**src/rtl/calc_pkg.sv**
```systemverilog
// Shared state encoding for the sweep controller, its datapath and monitors.
package calc_pkg;

   localparam int unsigned STATE_W = 4;

   typedef enum logic [STATE_W-1:0] {
      PRE   = 4'd0,
      CHECK = 4'd1,
      OPS   = 4'd2,
      LOAD  = 4'd3,
      NEXT  = 4'd4,
      ERR   = 4'd14,
      DONE  = 4'd15
   } calc_state_e;

endpackage

```
**src/rtl/calc_sweep_controller_if.sv**
```systemverilog
// Handshake bundle between the sweep controller (master) and the solver datapath / program control (slave).
// The error signal exists only when STAGE_TIMEOUT_EN is defined.
interface calc_sweep_controller_if #(
   parameter int unsigned IDX_W = 3,
   parameter int unsigned SWP_W = 5
);
   logic             start_process;
   logic             end_process;
   logic             data_reset_done;
   logic             go_reset_data;
   logic [IDX_W-1:0] node_idx;
   logic             go_check_node;
   logic             node_checked;
   logic             node_valid;
   logic             go_do_ops;
   logic             ops_done;
   logic             node_changed;
   logic             ld_memory;
   logic             memory_loaded;
   logic [SWP_W-1:0] sweep_count;
   logic             converged;
   logic             busy;
   logic [3:0]       current_state;
`ifdef STAGE_TIMEOUT_EN
   logic             error;
`endif

   modport master (
      input  start_process, data_reset_done, node_checked, node_valid,
             ops_done, node_changed, memory_loaded,
`ifdef STAGE_TIMEOUT_EN
      output error,
`endif
      output end_process, go_reset_data, node_idx, go_check_node, go_do_ops,
             ld_memory, sweep_count, converged, busy, current_state
   );

   modport slave (
      output start_process, data_reset_done, node_checked, node_valid,
             ops_done, node_changed, memory_loaded,
`ifdef STAGE_TIMEOUT_EN
      input  error,
`endif
      input  end_process, go_reset_data, node_idx, go_check_node, go_do_ops,
             ld_memory, sweep_count, converged, busy, current_state
   );

endinterface

```
**src/rtl/calc_stage_watchdog.sv**
```systemverilog
// Per-stage watchdog: counts cycles spent in a wait state, restarting on every state entry.
// Built only when STAGE_TIMEOUT_EN is defined.
module calc_stage_watchdog
   import calc_pkg::*;
#(
   parameter int unsigned TIMEOUT_CYCLES = 1024
) (
   input  logic        clk,
   input  logic        program_reset,
   input  calc_state_e state,
   output logic        expired_c
);
   localparam int unsigned CNT_W = $clog2(TIMEOUT_CYCLES + 1);

   calc_state_e      prev_state;
   logic [CNT_W-1:0] cnt;
   logic [CNT_W-1:0] elapsed_c;
   logic             waiting_c;

   // A state change since last cycle means a fresh entry, so the stage clock restarts at zero.
   assign waiting_c = state inside {CHECK, OPS, LOAD};
   assign elapsed_c = (state != prev_state) ? '0 : cnt;
   assign expired_c = waiting_c && (elapsed_c == CNT_W'(TIMEOUT_CYCLES - 1));

   always_ff @(posedge clk or posedge program_reset) begin
      if (program_reset) begin
         prev_state <= PRE;
         cnt        <= '0;
      end else begin
         prev_state <= state;
         if (waiting_c && !expired_c) cnt <= elapsed_c + 1'b1;
         else                         cnt <= '0;
      end
   end

endmodule

```
**src/rtl/calc_sweep_controller.sv**
```systemverilog
// Multi-sweep node controller: visits nodes 0..NUM_NODES-1 per sweep, repeating until a clean sweep or MAX_SWEEPS.
// Define STAGE_TIMEOUT_EN to add the per-stage watchdog, the ERR state and the error output.
module calc_sweep_controller
   import calc_pkg::*;
#(
   parameter int unsigned NUM_NODES  = 8,
   parameter int unsigned MAX_SWEEPS = 16,
   parameter int unsigned IDX_W      = $clog2(NUM_NODES),
   parameter int unsigned SWP_W      = $clog2(MAX_SWEEPS + 1)
`ifdef STAGE_TIMEOUT_EN
   ,
   parameter int unsigned TIMEOUT_CYCLES = 1024
`endif
) (
   input logic                      clk,
   input logic                      program_reset,
   calc_sweep_controller_if.master  bus
);
   calc_state_e      state;
   logic [IDX_W-1:0] node_idx;
   logic [SWP_W-1:0] sweep_count;
   logic             dirty;
   logic             converged;

`ifdef STAGE_TIMEOUT_EN
   logic timeout_c;

   calc_stage_watchdog #(.TIMEOUT_CYCLES(TIMEOUT_CYCLES)) u_watchdog (
      .clk           (clk),
      .program_reset (program_reset),
      .state         (state),
      .expired_c     (timeout_c)
   );
`endif

   always_ff @(posedge clk or posedge program_reset) begin
      if (program_reset) begin
         state       <= PRE;
         node_idx    <= '0;
         sweep_count <= '0;
         dirty       <= 1'b0;
         converged   <= 1'b0;
      end else begin
         case (state)
            PRE: if (bus.data_reset_done && bus.start_process) begin
               node_idx    <= '0;
               sweep_count <= '0;
               dirty       <= 1'b0;
               state       <= CHECK;
            end
            CHECK: begin
               if (bus.node_checked) state <= bus.node_valid ? OPS : NEXT;
`ifdef STAGE_TIMEOUT_EN
               else if (timeout_c) begin state <= ERR; converged <= 1'b0; end
`endif
            end
            OPS: begin
               if (bus.ops_done) begin
                  state <= LOAD;
                  if (bus.node_changed) dirty <= 1'b1;
               end
`ifdef STAGE_TIMEOUT_EN
               else if (timeout_c) begin state <= ERR; converged <= 1'b0; end
`endif
            end
            LOAD: begin
               if (bus.memory_loaded) state <= NEXT;
`ifdef STAGE_TIMEOUT_EN
               else if (timeout_c) begin state <= ERR; converged <= 1'b0; end
`endif
            end
            // End of sweep decides between another pass, clean convergence, or the sweep limit.
            NEXT: begin
               if (node_idx != IDX_W'(NUM_NODES - 1)) begin
                  node_idx <= node_idx + 1'b1;
                  state    <= CHECK;
               end else begin
                  sweep_count <= sweep_count + 1'b1;
                  if (!dirty) begin
                     converged <= 1'b1;
                     state     <= DONE;
                  end else if (sweep_count == SWP_W'(MAX_SWEEPS - 1)) begin
                     converged <= 1'b0;
                     state     <= DONE;
                  end else begin
                     node_idx <= '0;
                     dirty    <= 1'b0;
                     state    <= CHECK;
                  end
               end
            end
            DONE: if (!bus.start_process) state <= PRE;
`ifdef STAGE_TIMEOUT_EN
            ERR:  if (!bus.start_process) state <= PRE;
`endif
            default: state <= PRE;
         endcase
      end
   end

   // Moore strobes decoded straight from the state register.
   assign bus.go_reset_data = (state == PRE);
   assign bus.go_check_node = (state == CHECK);
   assign bus.go_do_ops     = (state == OPS);
   assign bus.ld_memory     = (state == LOAD);
   assign bus.end_process   = (state == DONE) || (state == ERR);
   assign bus.busy          = state inside {CHECK, OPS, LOAD, NEXT};
   assign bus.current_state = state;
   assign bus.node_idx      = node_idx;
   assign bus.sweep_count   = sweep_count;
   assign bus.converged     = converged;
`ifdef STAGE_TIMEOUT_EN
   assign bus.error         = (state == ERR);
`endif

endmodule
```
**src/flat_wrapper.sv**
```systemverilog
// flat-port wrapper written by rule: the top's interface ports become plain ports
module calc_sweep_controller_flat import calc_pkg::*;
#(
   parameter int unsigned NUM_NODES  = 8,
   parameter int unsigned MAX_SWEEPS = 16,
   parameter int unsigned IDX_W      = $clog2(NUM_NODES),
   parameter int unsigned SWP_W      = $clog2(MAX_SWEEPS + 1)

)
  (clk, program_reset, bus_start_process, bus_data_reset_done, bus_node_checked, bus_node_valid, bus_ops_done, bus_node_changed, bus_memory_loaded, bus_end_process, bus_go_reset_data, bus_node_idx, bus_go_check_node, bus_go_do_ops, bus_ld_memory, bus_sweep_count, bus_converged, bus_busy, bus_current_state);
  calc_sweep_controller_if #(.IDX_W(IDX_W), .SWP_W(SWP_W)) bus_i ();
  input logic clk;
  input logic program_reset;
  input wire logic [$bits(bus_i.start_process)-1:0] bus_start_process;
  input wire logic [$bits(bus_i.data_reset_done)-1:0] bus_data_reset_done;
  input wire logic [$bits(bus_i.node_checked)-1:0] bus_node_checked;
  input wire logic [$bits(bus_i.node_valid)-1:0] bus_node_valid;
  input wire logic [$bits(bus_i.ops_done)-1:0] bus_ops_done;
  input wire logic [$bits(bus_i.node_changed)-1:0] bus_node_changed;
  input wire logic [$bits(bus_i.memory_loaded)-1:0] bus_memory_loaded;
  output wire logic [$bits(bus_i.end_process)-1:0] bus_end_process;
  output wire logic [$bits(bus_i.go_reset_data)-1:0] bus_go_reset_data;
  output wire logic [$bits(bus_i.node_idx)-1:0] bus_node_idx;
  output wire logic [$bits(bus_i.go_check_node)-1:0] bus_go_check_node;
  output wire logic [$bits(bus_i.go_do_ops)-1:0] bus_go_do_ops;
  output wire logic [$bits(bus_i.ld_memory)-1:0] bus_ld_memory;
  output wire logic [$bits(bus_i.sweep_count)-1:0] bus_sweep_count;
  output wire logic [$bits(bus_i.converged)-1:0] bus_converged;
  output wire logic [$bits(bus_i.busy)-1:0] bus_busy;
  output wire logic [$bits(bus_i.current_state)-1:0] bus_current_state;
  assign bus_i.start_process = bus_start_process;
  assign bus_i.data_reset_done = bus_data_reset_done;
  assign bus_i.node_checked = bus_node_checked;
  assign bus_i.node_valid = bus_node_valid;
  assign bus_i.ops_done = bus_ops_done;
  assign bus_i.node_changed = bus_node_changed;
  assign bus_i.memory_loaded = bus_memory_loaded;
  assign bus_end_process = bus_i.end_process;
  assign bus_go_reset_data = bus_i.go_reset_data;
  assign bus_node_idx = bus_i.node_idx;
  assign bus_go_check_node = bus_i.go_check_node;
  assign bus_go_do_ops = bus_i.go_do_ops;
  assign bus_ld_memory = bus_i.ld_memory;
  assign bus_sweep_count = bus_i.sweep_count;
  assign bus_converged = bus_i.converged;
  assign bus_busy = bus_i.busy;
  assign bus_current_state = bus_i.current_state;
  calc_sweep_controller #(.NUM_NODES(NUM_NODES), .MAX_SWEEPS(MAX_SWEEPS), .IDX_W(IDX_W), .SWP_W(SWP_W)) u_core (.clk(clk), .program_reset(program_reset), .bus(bus_i));
endmodule
```
**config.mk**
```make
export PLATFORM = sky130hd
export DESIGN_NAME = calc_sweep_controller_flat
export DESIGN_NICKNAME = d
export VERILOG_FILES = /design/src/rtl/calc_pkg.sv /design/src/rtl/calc_sweep_controller_if.sv /design/src/rtl/calc_stage_watchdog.sv /design/src/rtl/calc_sweep_controller.sv /design/src/flat_wrapper.sv
export SDC_FILE = /design/constraint.sdc
export NUM_CORES = 1
export LEC_CHECK = 0
export CORE_MARGIN = 3
export CORE_UTILIZATION = 40
export DETAILED_ROUTE_END_ITERATION = 16
export HOLD_SLACK_MARGIN = 0.1
export MAX_ROUTING_LAYER = met4
export PLACE_DENSITY = 0.68
export SLEW_MARGIN = 20
export SYNTH_ARGS = -nofsm -noshare
export SYNTH_HDL_FRONTEND = slang
export SYNTH_SLANG_ARGS = --single-unit
```
**constraint.sdc**
```tcl
create_clock -name clk -period 2 [get_ports clk]
set_input_delay 0.4 -clock clk [delete_from_list [all_inputs] [get_ports clk]]
set_output_delay 0.4 -clock clk [all_outputs]
set_load 0.02 [all_outputs]
```
Run 1, ports around the boundary:
Pins as bars across the die edge, other pins in gray.
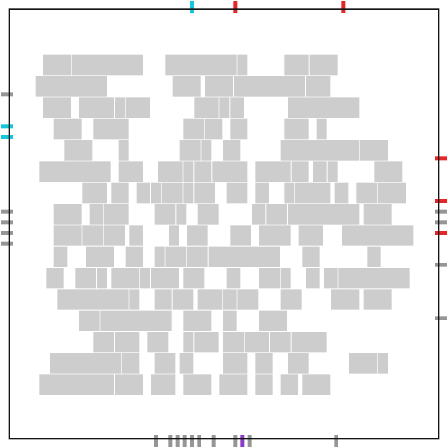
Key: cyan = bus_node_idx [pins 3, direction output, edge 2 left, 1 top]; purple = bus_end_process [pins 1, direction output, edge bottom]; red = bus_sweep_count [pins 5, direction output, edge 3 right, 2 top]
All pins by edge: 11 bottom, 7 left, 7 right, 3 top.
die y size: 54.63 um
Port Buffer Count: 27
Die Wd: 54.63 um

Run 1, cell placement:
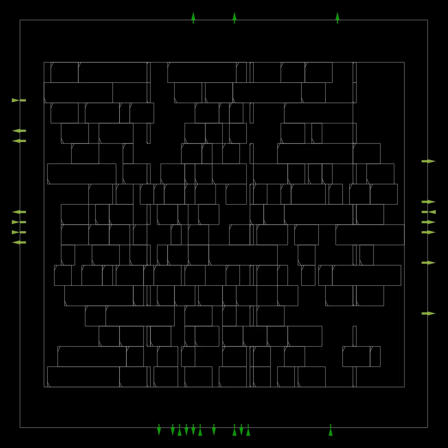
Post-Layout Cell Count: 168
fill count: 198
utilization after layout: 63.87%

Run 1, cells colored by class:
Fill, decap, tap and diode cells in gray.
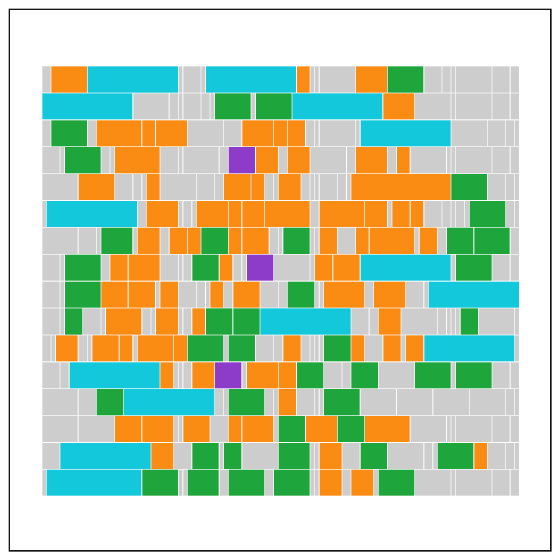
Key: cyan = flip-flops [cells 14, share of their area 27%]; purple = cells driving clock nets [cells 3, share of their area 1.7%]; orange = all other logic [cells 81, share of their area 43%]; green = other buffers and delay cells [cells 43, share of their area 28%]
Site Rows: 16
fin area: 1343 sq um
flop share of the area: 26.19%
core area: 2102 sq um

Run 1, routed metal, one color a layer:
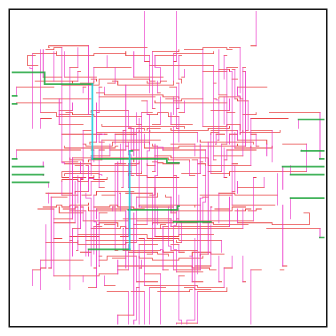
Key: cyan = met4 [wire length 29.9 um]; green = met3 [wire length 102 um]; red = met1 [wire length 1270 um]; magenta = met2 [wire length 1190 um]

==> reports/qor.csv, run 1 <==
stage,metric,value,unit
cells_and_area,nets,156,
sta,tns,0,ps
floorplanning,fp_util,45.00,%
floorplanning,chip_area,2984,sq um
run,warnings,26,
synth,flop_cell,dfrtp_1,
clock_network,clockRootBuffer,clkbuf_4,
sta,skew,4.229,ps
power_and_ir_drop,power,1.749,mW
clock_network,clock_latency,270,ps
global_route,antenna_found_initial,0,
synth,async_reset_ff_share,100.0,%
route,antenna_left,0,
synth,area_leaders,"dfrtp_1 37%, ha_1 5.3%, nor2_1 3.6%, a32o_1 3.2%, o21ai_0 3.2%",
clock_network,postCtsSetupBuffers,0,
clock_network,ctsHoldBuffers,0,
route,wl,2584,um
critical_path,required,1600,ps
critical_path,cp-start-kind,flip-flop,
synth,syn-num-nets,114,
sta,post-route-min-period,1929,ps
cells_and_area,area_delta_synth_final,41.93,%
power_and_ir_drop,ir_drop,910.6,uV
route,wire_per_inst,15.38,um
critical_path,max_stage_delay,610,ps
synth,synth_cell_types,42,
clock_network,cts_sinks,14,
sta,period_used_share,96.45,%
critical_path,cp-end-kind,output pin,
global_route,grt_pass1_vias,956,
power_and_ir_drop,power_density,1302,nW/um^2
synth,postSynthAreaPerCell,9.365,sq um
clock_network,cts_tree,done,
cells_and_area,diodes,0,
power_and_ir_drop,leakage,0.5993,nW
run,maxCapViolations,0,
critical_path,arrival,1530,ps
sta,worst_slew_pin_slew,565.9,ps
clock_network,cts_buffers,3,
global_route,grt_use_total,19.98,%
synth,syn_area,945.9,sq um
sta,setup_slack,71.04,ps
route,drtPass1Iterations,4,
min_path,hold_path_class,primary input to asynchronous set/reset pin,
clock_network,clk_pin_slew_worst_paths,80,ps
global_route,overflow,0,
status,status,finished clean,
global_route,grt_max_degree,15,
global_route,grt_pass1_wl,4174,um
placed_design,place.gp.congestion,0.8904,
placed_design,post-dp-hpwl,2040,um
critical_path,worstSetupPathType,flip-flop to output pin,
sta,slew_headroom,62.23,%
critical_path,crit_path_cell_trace,buf_4 > clkdlybuf4s50_1,
clock_network,clk_path_buf_depth,2,
synth,yosysTopAreaCellShare,37.04,%
synth,edf_count,0,
sta,clock.fmax,0.5184,GHz
sta,hold_viol,0,
synth,syn_inst,101,
synth,numSynthFlops,14,
route,vias,913,
clock_network,cts-htree-levels,1,
route,drc,0,
synth,yosys_area,945.9,sq um
critical_path,critPathMaxFanout,10,
cells_and_area,drive_gt1_share,24.82,%
sta,slew_violations,0,
sta,setup_viol,0,
synth,ys_cells,101,
placed_design,place_ws,26.36,ps
synth,ys_seq_share,37.04,%
synth,synth_area_leader_cell,dfrtp_1,
sta,grt_setup_unrepaired,no,
route,vias_per_cell,5.435,
floorplanning,io_pins,28,
sta,whs,466.4,ps
route,drtIter0Drc,12,
synth,ys_warn_count,0,
critical_path,cp_slowest_cell,clkdlybuf4s50_1,
run 1: power breakdown:
group	switching (mW)	internal (mW)	total (mW)
registers	0.102	0.363	0.465
clock network	0.0889	0.0697	0.159
logic	0.594	0.532	1.13
total	0.784	0.964	1.75
run 1: placed cells by master (no fill, tap or decap), types with 2 or more instances in the layout:
cell	n
a211oi_2	2
a21oi_1	2
a31oi_1	2
a32o_1	3
and3_1	3
buf_4	16
clkbuf_2	3
clkbuf_4	3
clkdlybuf4s50_1	21
dfrtp_1	13
dlygate4sd2_1	3
ha_1	4
inv_1	5
nand2_1	6
nand2b_1	2
nand3_1	3
nand3b_1	2
nor2_1	9
nor2b_1	3
o21ai_0	6
o31ai_1	3
xnor2_1	2
run 1: routing by layer:
| layer | wire length, um | GRT usage, % | vias up |
|---|---|---|---|
| met5 | 0 | - | - |
| met2 | 1187 | 29.53 | 20 |
| li1 | - | - | 454 |
| met3 | 101 | 3.815 | 4 |
| met1 | 1265 | 26.23 | 435 |
| met4 | 29 | 9.129 | 0 |
run 1: worst max-delay path, delay by kind of cell (launching register included):
kind,cells,cell delay (ps)
flops,1,470
buf+inv,2,780
run 1: sequential cells by signal (all words and copies together), names as in the netlist:
name and cells:
u_core.bus.converged 1, u_core.dirty 1, u_core.bus.node_idx 3, u_core.bus.current_state 4
u_core.bus.sweep_count 5
run 1: logic make-up (layout without fill, tap and decap cells):
| logic type | Yosys count | count (layout) | share of synthesized area [%] |
|---|---|---|---|
| AND/OR/NAND/NOR | 38 | 38 | 21.96 |
| AND-OR/OR-AND | 32 | 32 | 27.65 |
| flip-flops | 14 | 14 | 37.04 |
| buffers and inverters | 11 | 51 | 6.217 |
| adder cells (fa/ha/maj) | 4 | 4 | 5.291 |
| XOR/XNOR | 2 | 2 | 1.852 |
run 1: worst paths after layout:
path	from	end	slack, ps	cells after the start
min	program_reset	u_core.bus.converged	470	2
min in group clk	u_core.bus.node_idx[0]	u_core.bus.node_idx[0]	530	1
min reg2reg	u_core.bus.node_idx[0]	u_core.bus.node_idx[0]	530	1
max reg2reg	u_core.bus.node_idx[0]	u_core.bus.node_idx[1]	190	6
max	u_core.bus.current_state[1]	bus_current_state[1]	70	2
max in group asynchronous	program_reset	u_core.bus.current_state[1]	1130	2
run 1: cells in the mapped netlist, types with 3 or more instances:
cell and count:
a32o_1 3, and3_1 3, dfrtp_1 14, ha_1 4
inv_1 5, nand2_1 6, nand3_1 3, nor2_1 9
nor2b_1 4, o21ai_0 6, o31ai_1 3
run 1: what timing repair did:
item                                    CTS  global route
resized                                   9             6
endpoints found under the setup margin    7             6
endpoints found under the hold margin     0             0
pin swaps                                 0             0
run 1: cell type report:
class	count	area (sq um)	area share, %
tap	27	33.78	2.516
timing repair buffer	43	371.6	27.68
clock buffer	3	22.52	1.678
multi-input combinational	76	544.3	40.54
sequential	14	351.6	26.19
inverter	5	18.77	1.398
run 1: per-stage QoR:
step                      instance area [sq um]  instances
final                                      1343        168
after global routing                       1343        168
after CTS                                  1349        168
after detailed placement                   1330        165
after global placement                     1330        165
after floorplan                           945.9        101
Run 1, clock network drawn from the DEF:
The bar under the picture is 20 um long.
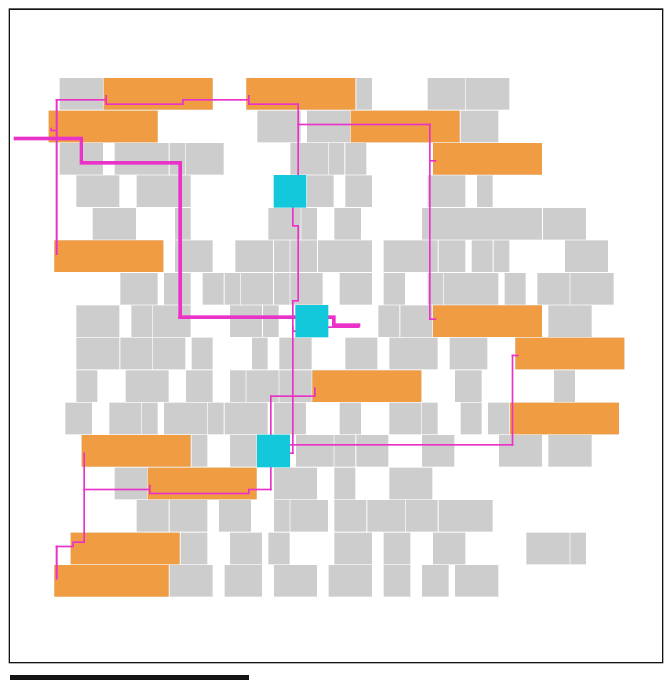

==> run 1 -> run 2 <==
--- a/config.mk
+++ b/config.mk
@@ -5,7 +5,6 @@
 export SDC_FILE = /design/constraint.sdc
 export NUM_CORES = 1
 export LEC_CHECK = 0
-export CORE_MARGIN = 3
 export CORE_UTILIZATION = 40
 export DETAILED_ROUTE_END_ITERATION = 16
 export HOLD_SLACK_MARGIN = 0.1
Run 2, clock network drawn from the DEF:
The bar under the picture is 20 um long.
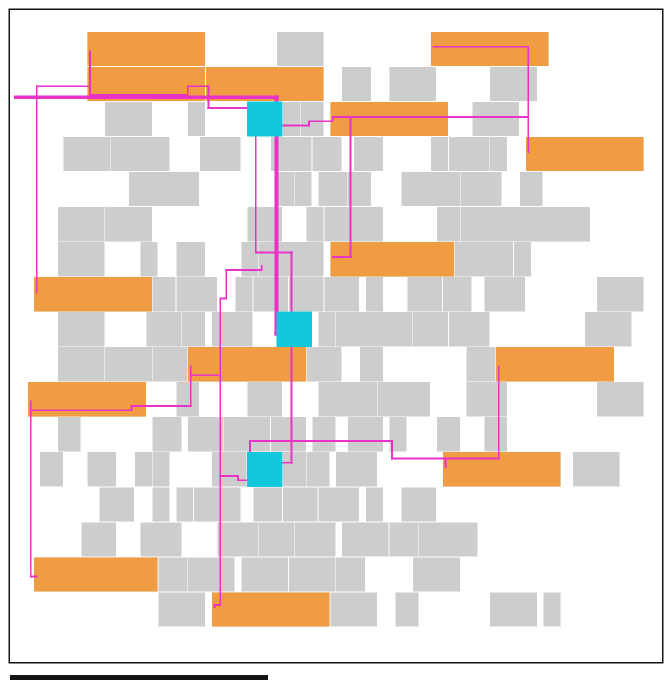
Key: magenta = clock wires [length 259 um]; cyan = cells driving clock nets [count 3]; orange = flip-flops [count 14]
There are 4 routed clock nets.
Clock Power Share: 12.4%
clk_lat worst skew: 290 ps
Fin Clk Skew: 8.831 ps

Run 2, ports around the boundary:
Pins as bars across the die edge, other pins in gray.
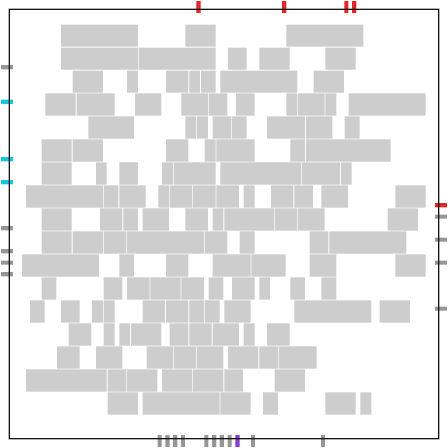
Key: purple = bus_end_process [pins 1, direction output, edge bottom]; cyan = bus_node_idx [pins 3, direction output, edge left]; red = bus_sweep_count [pins 5, direction output, edge 4 top, 1 right]
die y size: 50.63 um
Die Wd: 50.63 um

==> run 2 against run 1 <==
  * Hold slack got worse by 6.9 ps
  * Largest power group unchanged
  * Clock skew rose by 4.6 ps
  * Critical path depth did not move
  * Wire length fell by 5.7%
  * Design area fell by 0.84%
  * Critical endpoint unchanged
  * Highest routed layer unchanged
  * Clock power rose by 38%
==> reports/qor.csv, run 2 <==
stage,metric,value,unit,change
power_and_ir_drop,power,1.776,mW,+1.6%
sta,slew_headroom,60.23,%,-2.0 points
critical_path,arrival,1520,ps,about the same
synth,ys_seq_share,37.04,%,unchanged
synth,synthSimpleGateAreaFrac,21.96,%,unchanged
synth,ys_warn_count,0,,unchanged
power_and_ir_drop,ir_drop,914.9,uV,+0.48%
cells_and_area,seq_area,352.8,sq um,+0.36%
floorplanning,chip_area,2563,sq um,-14%
sta,post-route-min-period,1923,ps,-5.982 ps
cells_and_area,largest_reg_flops,5,,unchanged
synth,edf_count,0,,unchanged
clock_network,cts_buffers,3,,unchanged
critical_path,critPathMaxFanout,9,,-1
synth,async_reset_ff_share,100.0,%,unchanged
power_and_ir_drop,leakage,0.5768,nW,-3.7%
route,drc,0,,unchanged
clock_network,clockRootBuffer,clkbuf_4,,
synth,numSynthFlops,14,,unchanged
power_and_ir_drop,power_density,1334,nW/um^2,+2.5%
synth,flop_cell,dfrtp_1,,
synth,synthMuxAreaShare,0,%,unchanged
route,antenna_left,0,,unchanged
cells_and_area,lay_top_cells,"21 x clkdlybuf4s50_1, 12 x dfrtp_1, 10 x buf_4",,
cells_and_area,nFillCells,209,,+5.6%
synth,syn_area,945.9,sq um,unchanged
floorplanning,io_pins,28,,unchanged
floorplanning,coreArea,2212,sq um,+5.2%
cells_and_area,area_delta_synth_final,40.74,%,
synth,ys_cells,101,,unchanged
cells_and_area,logic_area,560.5,sq um,+3.0%
clock_network,cts_sinks,14,,unchanged
synth,yosysTopAreaCellShare,37.04,%,unchanged
clock_network,postCtsSetupBuffers,0,,unchanged
floorplanning,fp_util,42.76,%,-2.2 points
status,status,finished clean,,
sta,period_used_share,96.15,%,-0.30 points
synth,synth_cell_types,42,,unchanged
run,warnings,26,,unchanged
global_route,grt_pass1_wl,4202,um,+0.67%
synth,adder_share,5.291,%,unchanged
global_route,grt_max_degree,15,,unchanged
cells_and_area,stdcell_count,164,,-2.4%
synth,synth_area_leader_cell,dfrtp_1,,
clock_network,cts_tree,done,,
placed_design,portBuffers,27,,unchanged
cells_and_area,top_register,u_core.bus.sweep_count,,
clock_network,cts-htree-levels,1,,unchanged
cells_and_area,layout_top_cell,clkdlybuf4s50_1,,
critical_path,cp-end-kind,output pin,,
synth,area_leaders,"dfrtp_1 37%, ha_1 5.3%, nor2_1 3.6%, a32o_1 3.2%, o21ai_0 3.2%",,
placed_design,place.gp.congestion,0.7823,,-12%
cells_and_area,diodes,0,,unchanged
global_route,grt_pass1_vias,875,,-8.5%
synth,synth-xor-area-share,1.852,%,unchanged
clock_network,clk_pin_slew_worst_paths,100,ps,+20 ps
route,drtIter0Drc,15,,+3
cells_and_area,nets,150,,-3.8%
global_route,antenna_found_initial,0,,unchanged
synth,syn-num-nets,114,,unchanged
synth,yosys-top-cells-count,"14 x dfrtp_1, 9 x nor2_1, 6 x nand2_1, 6 x o21ai_0, 5 x inv_1",,
sta,slew_violations,0,,unchanged
critical_path,cp-start-kind,flip-flop,,
sta,grt_setup_unrepaired,no,,
cells_and_area,drive_gt1_share,25.00,%,+0.18 points
min_path,hold_path_class,primary input to asynchronous set/reset pin,,
synth,syn_inst,101,,unchanged
floorplanning,rows,17,,+1
synth,yosys_area,945.9,sq um,unchanged
Run 2, routed metal, one color a layer:
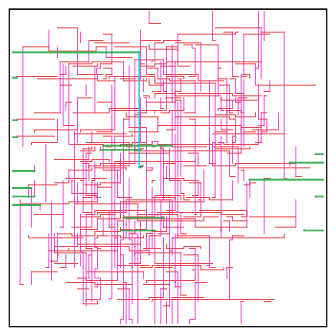
Key: cyan = met4 [wire length 18.4 um]; green = met3 [wire length 88.5 um]; magenta = met2 [wire length 1170 um]; red = met1 [wire length 1160 um]
routed wire length: 2437 um
Via Count: 910
wire per inst: 14.86 um
Global Route Usage Sum: 23.18%

-- run 2: cell counts after synthesis --
Identical to the previous run, type by type.
-- run 2: layer usage --
metal	track usage, %	vias up	wire (um)
met5	-	-	0
met4	9.722	0	18
met3	3.939	2	88
met2	35.11	22	1172
met1	30.51	441	1158
li1	-	445	-
-- run 2: final timing paths --
path / startpoint / endpoint / slack [ps] / depth (start not counted)
min reg2reg: u_core.bus.converged / u_core.bus.converged / 530 / 2
min in group clk: u_core.bus.converged / u_core.bus.converged / 530 / 2
max reg2reg: u_core.bus.sweep_count[0] / u_core.bus.node_idx[2] / 180 / 6
max in group asynchronous: program_reset / u_core.bus.current_state[3] / 1110 / 2
max: u_core.bus.current_state[1] / bus_current_state[1] / 80 / 2
min: program_reset / u_core.bus.current_state[2] / 460 / 2
-- run 2: logic make-up after synthesis --
| group | after synthesis |
|---|---|
| and+or+nand+nor | 38 |
| DFF | 14 |
| buffers and inverters | 11 |
| adders and majority gates | 4 |
| AOI/OAI and AO/OA | 32 |
| xor gates and xnor gates | 2 |
-- run 2: layout make-up --
class	instances	area share, %
clock buffer	4	2.726
inverter	5	1.410
multi-input combinational	76	42.11
timing repair buffer	37	24.62
sequential	14	26.50
tap	28	2.632
-- run 2: what timing repair did --
action	CTS	global route
pin swaps	0	0
gates resized	11	11
setup endpoints to repair	6	9
hold buffers	0	0
cloned	0	0
-- run 2: metrics by stage --
stage | instance area, sq um | worst slack, ps | hold WS (ps) | util, %
after floorplan | 945.9 | 39.65 | 289.2 | -
after global placement | 1286 | 35.08 | 494.0 | 58.14
after detailed placement | 1286 | -16.71 | 503.9 | 58.14
after CTS | 1314 | 9.931 | 483.4 | 59.39
after global routing | 1331 | 21.02 | 532.6 | 60.18
final | 1331 | 77.02 | 459.5 | 60.18
-- run 2: power by group --
group,total (mW),leakage (nW),switching (mW),internal [mW]
combinational,1.09,0.371,0.586,0.504
sequential,0.467,0.185,0.105,0.363
clock,0.219,0.0210,0.109,0.111
total,1.78,0.577,0.799,0.978
-- run 2: worst max-delay path: stages (launching register included) --
cell	delay (ps)
dfrtp_2	460
buf_4	170
clkdlybuf4s50_1	600
Run 2, cell placement:
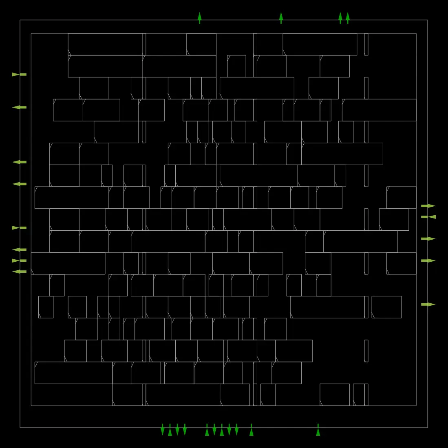

==> run 2 -> run 3 <==
--- a/config.mk
+++ b/config.mk
@@ -5,6 +5,7 @@
 export SDC_FILE = /design/constraint.sdc
 export NUM_CORES = 1
 export LEC_CHECK = 0
+export CORE_MARGIN = 2
 export CORE_UTILIZATION = 40
 export DETAILED_ROUTE_END_ITERATION = 16
 export HOLD_SLACK_MARGIN = 0.1
==> constraint.sdc (replaced) <==
create_clock -name clk -period 2 [get_ports clk]
set_input_delay 0.4 -clock clk [delete_from_list [all_inputs] [get_ports clk]]
set_output_delay 0.4 -clock clk [all_outputs]
set_load 0.005 [all_outputs]
Run 3, cell placement:
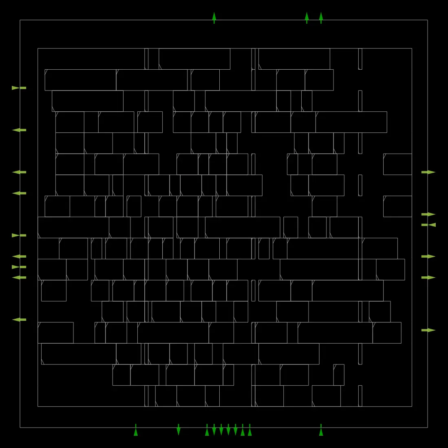
Post-Layout Cell Count: 167
num tapcells: 28
flop share of the area: 25.70%
seq_cells: 14

Run 3, clock network drawn from the DEF:
The bar under the picture is 20 um long.
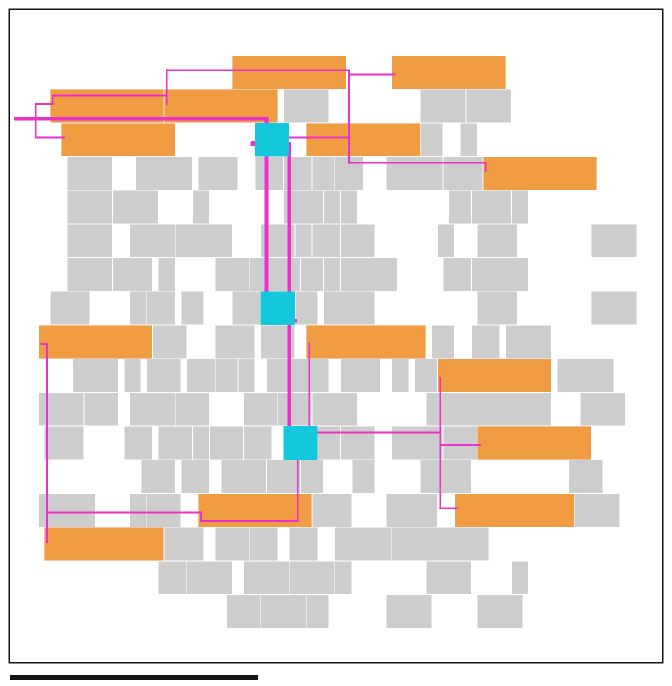
Key: cyan = cells driving clock nets [count 3]; orange = flip-flops [count 14]; magenta = clock wires [length 205 um]
There are 4 routed clock nets.
Clock Power Share: 10.1%
clk_lat worst skew: 280 ps

==> run 3 against run 2 <==
  * Largest cell class unchanged
  * Maximum frequency down 1.1%
  * Register-to-register slack is essentially flat
  * Worst setup slack worse by 21 ps
  * Synthesized cell count stayed put
  * Sequential power decreased by 2%
  * Sequential share of layout area down 0.80 points
  * Die size is 8.1% higher
  * Power fell by 9.8%
  * Flip-flop count is the same
  * Count of clock-buffer cells in the layout is 1 lower
  * Design area is 3.5% higher
==> reports/qor.csv, run 3 <==
stage,metric,value,unit,change
global_route,grt_use_total,20.31,%,-2.9 points
sta,skew,6.727,ps,-2.104 ps
run,warnings,27,,+3.8%
cells_and_area,largest_reg_flops,5,,unchanged
sta,grt_setup_unrepaired,no,,
route,wire_per_inst,14.57,um,-1.9%
synth,synth_area_leader_cell,dfrtp_1,,
sta,slew_violations,0,,unchanged
power_and_ir_drop,leakage,0.6165,nW,+6.9%
power_and_ir_drop,ir_drop,742.0,uV,-19%
sta,period_used_share,97.22,%,+1.1 points
cells_and_area,drive_gt1_share,25.90,%,+0.90 points
synth,yosys_area,945.9,sq um,unchanged
placed_design,portBuffers,27,,unchanged
floorplanning,chip_area,2770,sq um,+8.1%
clock_network,cts_buffers,3,,unchanged
clock_network,cts_tree,done,,
clock_network,clk_pin_slew_worst_paths,90,ps,about the same
route,vias,937,,+3.0%
cells_and_area,layout_top_cell,clkdlybuf4s50_1,,
route,drtPass1Iterations,4,,
critical_path,max_stage_delay,510,ps,-90 ps
cells_and_area,top_register,u_core.bus.sweep_count,,
synth,syn_inst,101,,unchanged
status,status,finished clean,,
synth,syn_area,945.9,sq um,unchanged
critical_path,cp-start-kind,flip-flop,,
route,drtIter0Drc,22,,+7
cells_and_area,nets,154,,+2.7%
global_route,grt_max_degree,15,,unchanged
route,drc,0,,unchanged
critical_path,cp-end-kind,output pin,,
sta,post-route-min-period,1944,ps,+21.36 ps
global_route,grt_pass1_wl,3946,um,-6.1%
synth,synth_cell_types,42,,unchanged
route,wl,2434,um,-0.12%
clock_network,clockRootBuffer,clkbuf_4,,
floorplanning,die_h,52.63,um,+4.0%
synth,async_reset_ff_share,100.0,%,unchanged
floorplanning,io_pins,28,,unchanged
sta,whs,462.2,ps,+2.778 ps
min_path,hold_path_class,primary input to asynchronous set/reset pin,,
cells_and_area,diodes,0,,unchanged
synth,yosys-top-cells-count,"14 x dfrtp_1, 9 x nor2_1, 6 x nand2_1, 6 x o21ai_0, 5 x inv_1",,
synth,yosysTopAreaCellShare,37.04,%,unchanged
critical_path,startpoint,u_core.bus.current_state[3],,
cells_and_area,lay_top_cells,"22 x clkdlybuf4s50_1, 12 x buf_4, 11 x dfrtp_1",,
critical_path,arrival,1540,ps,+20 ps
sta,slew_headroom,62.48,%,+2.3 points
global_route,antenna_found_initial,0,,unchanged
synth,edf_count,0,,unchanged
critical_path,crit_path_cell_trace,buf_6 > and3_2 > clkdlybuf4s50_1,,
critical_path,rr_worst_depth,6,,unchanged
floorplanning,die_x,52.63,um,+4.0%
cells_and_area,area_delta_synth_final,45.63,%,
synth,syn-num-nets,114,,unchanged
cells_and_area,nFillCells,203,,-2.9%
critical_path,critPathMaxFanout,6,,-3
global_route,overflow,0,,
synth,ys_cells,101,,unchanged
floorplanning,fp_util,42.35,%,-0.41 points
placed_design,dpl_cell_area,1264,sq um,-1.8%
route,antenna_left,0,,unchanged
synth,ys_seq_share,37.04,%,unchanged
synth,flop_cell,dfrtp_1,,
global_route,grt_pass1_vias,858,,-1.9%
Run 3, cells colored by class:
Fill, decap, tap and diode cells in gray.
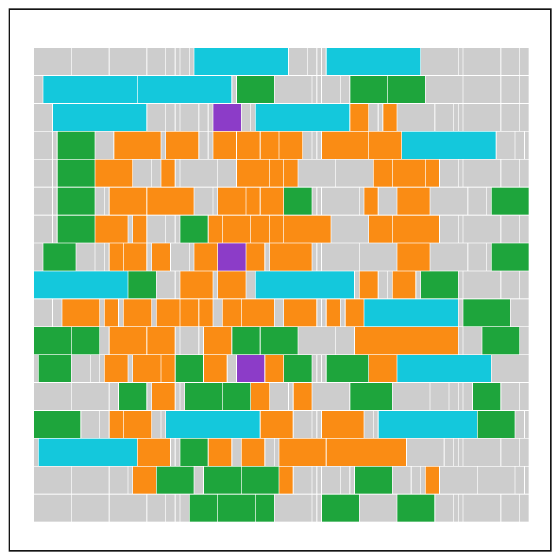
Key: orange = all other logic [cells 81, share of their area 44%]; purple = cells driving clock nets [cells 3, share of their area 1.7%]; cyan = flip-flops [cells 14, share of their area 26%]; green = other buffers and delay cells [cells 41, share of their area 28%]
fin area: 1378 sq um
utilization after layout: 61.68%
core area: 2233 sq um
Site Rows: 17

-- run 3: cell count changes in the layout (fill, tap and decap cells not counted), moves of 2 or more --
cell / before / now
buf_2: 2 / 0
buf_4: 10 / 12
buf_6: 0 / 2
dlymetal6s2s_1: 0 / 2
nor2_1: 9 / 7
nor2_2: 0 / 2
-- run 3: final timing paths --
check	endpoint	slack, ps
max in group asynchronous	u_core.bus.current_state[2]	1140
min in group clk	u_core.bus.converged	520
hold / removal	u_core.bus.current_state[0]	460
setup reg to reg	u_core.bus.current_state[2]	190
setup / recovery	bus_end_process	60
hold reg to reg	u_core.bus.converged	520
-- run 3: final cells by class --
cell class                      instances  area (sq um)  share of cell area, %
Inverter                                5         18.77                  1.362
Timing Repair Buffer                   41         380.4                  27.61
Sequential cell                        14         354.1                  25.70
Clock buffer                            3         22.52                  1.635
Multi-Input combinational cell         76         566.8                  41.14
Tap cell                               28         35.03                  2.543
-- run 3: metal layers --
layer / wire length [um] / share of wire [%] / GRT usage, % / vias to the layer above
li1: - / - / - / 449
met1: 1148 / 47 / 27.09 / 449
met2: 1119 / 46 / 30.63 / 32
met3: 115 / 4.7 / 3.714 / 7
met4: 51 / 2.1 / 7.692 / 0
met5: 0 / 0 / - / -
-- run 3: worst max-delay path, delay by kind of cell, from the launching register on --
kind / cells / cell delay [ps]
buf+inv: 2 / 650
simple gates: 1 / 190
flops: 1 / 420
-- run 3: logic make-up after synthesis --
| logic type | after synthesis | share of synthesized area (%) |
|---|---|---|
| xor gates and xnor gates | 2 | 1.852 |
| and+or+nand+nor | 38 | 21.96 |
| AOI/OAI and AO/OA | 32 | 27.65 |
| DFF | 14 | 37.04 |
| buffers and inverters | 11 | 6.217 |
| adders and majority gates | 4 | 5.291 |
-- run 3: power breakdown --
part	switching [mW]	internal (mW)
combinational	0.447	0.535
clock	0.0919	0.0699
sequential	0.0939	0.365
total	0.633	0.969
-- run 3: timing repair --
action,in CTS,in global routing
gates resized,10,9
setup buffers,4,3
setup endpoints to repair,6,6
hold buffers,0,0
pin swaps,1,0
-- run 3: through the flow --
stage | cells | worst slack, ps | power [mW] | TNS [ps] | util [%]
2_1_floorplan | 101 | 352.2 | 0.9727 | 0 | -
3_3_place_gp | 157 | 109.4 | 1.359 | 0 | 56.58
3_5_place_dp | 157 | 100.1 | 1.366 | 0 | 56.58
4_1_cts | 164 | -61.22 | 1.582 | -116.5 | 59.83
5_1_grt | 167 | 8.067 | 1.714 | 0 | 61.68
6_report | 167 | 55.66 | 1.602 | 0 | 61.68
Power figures rest on the tool's default switching activity, not on a simulated workload.
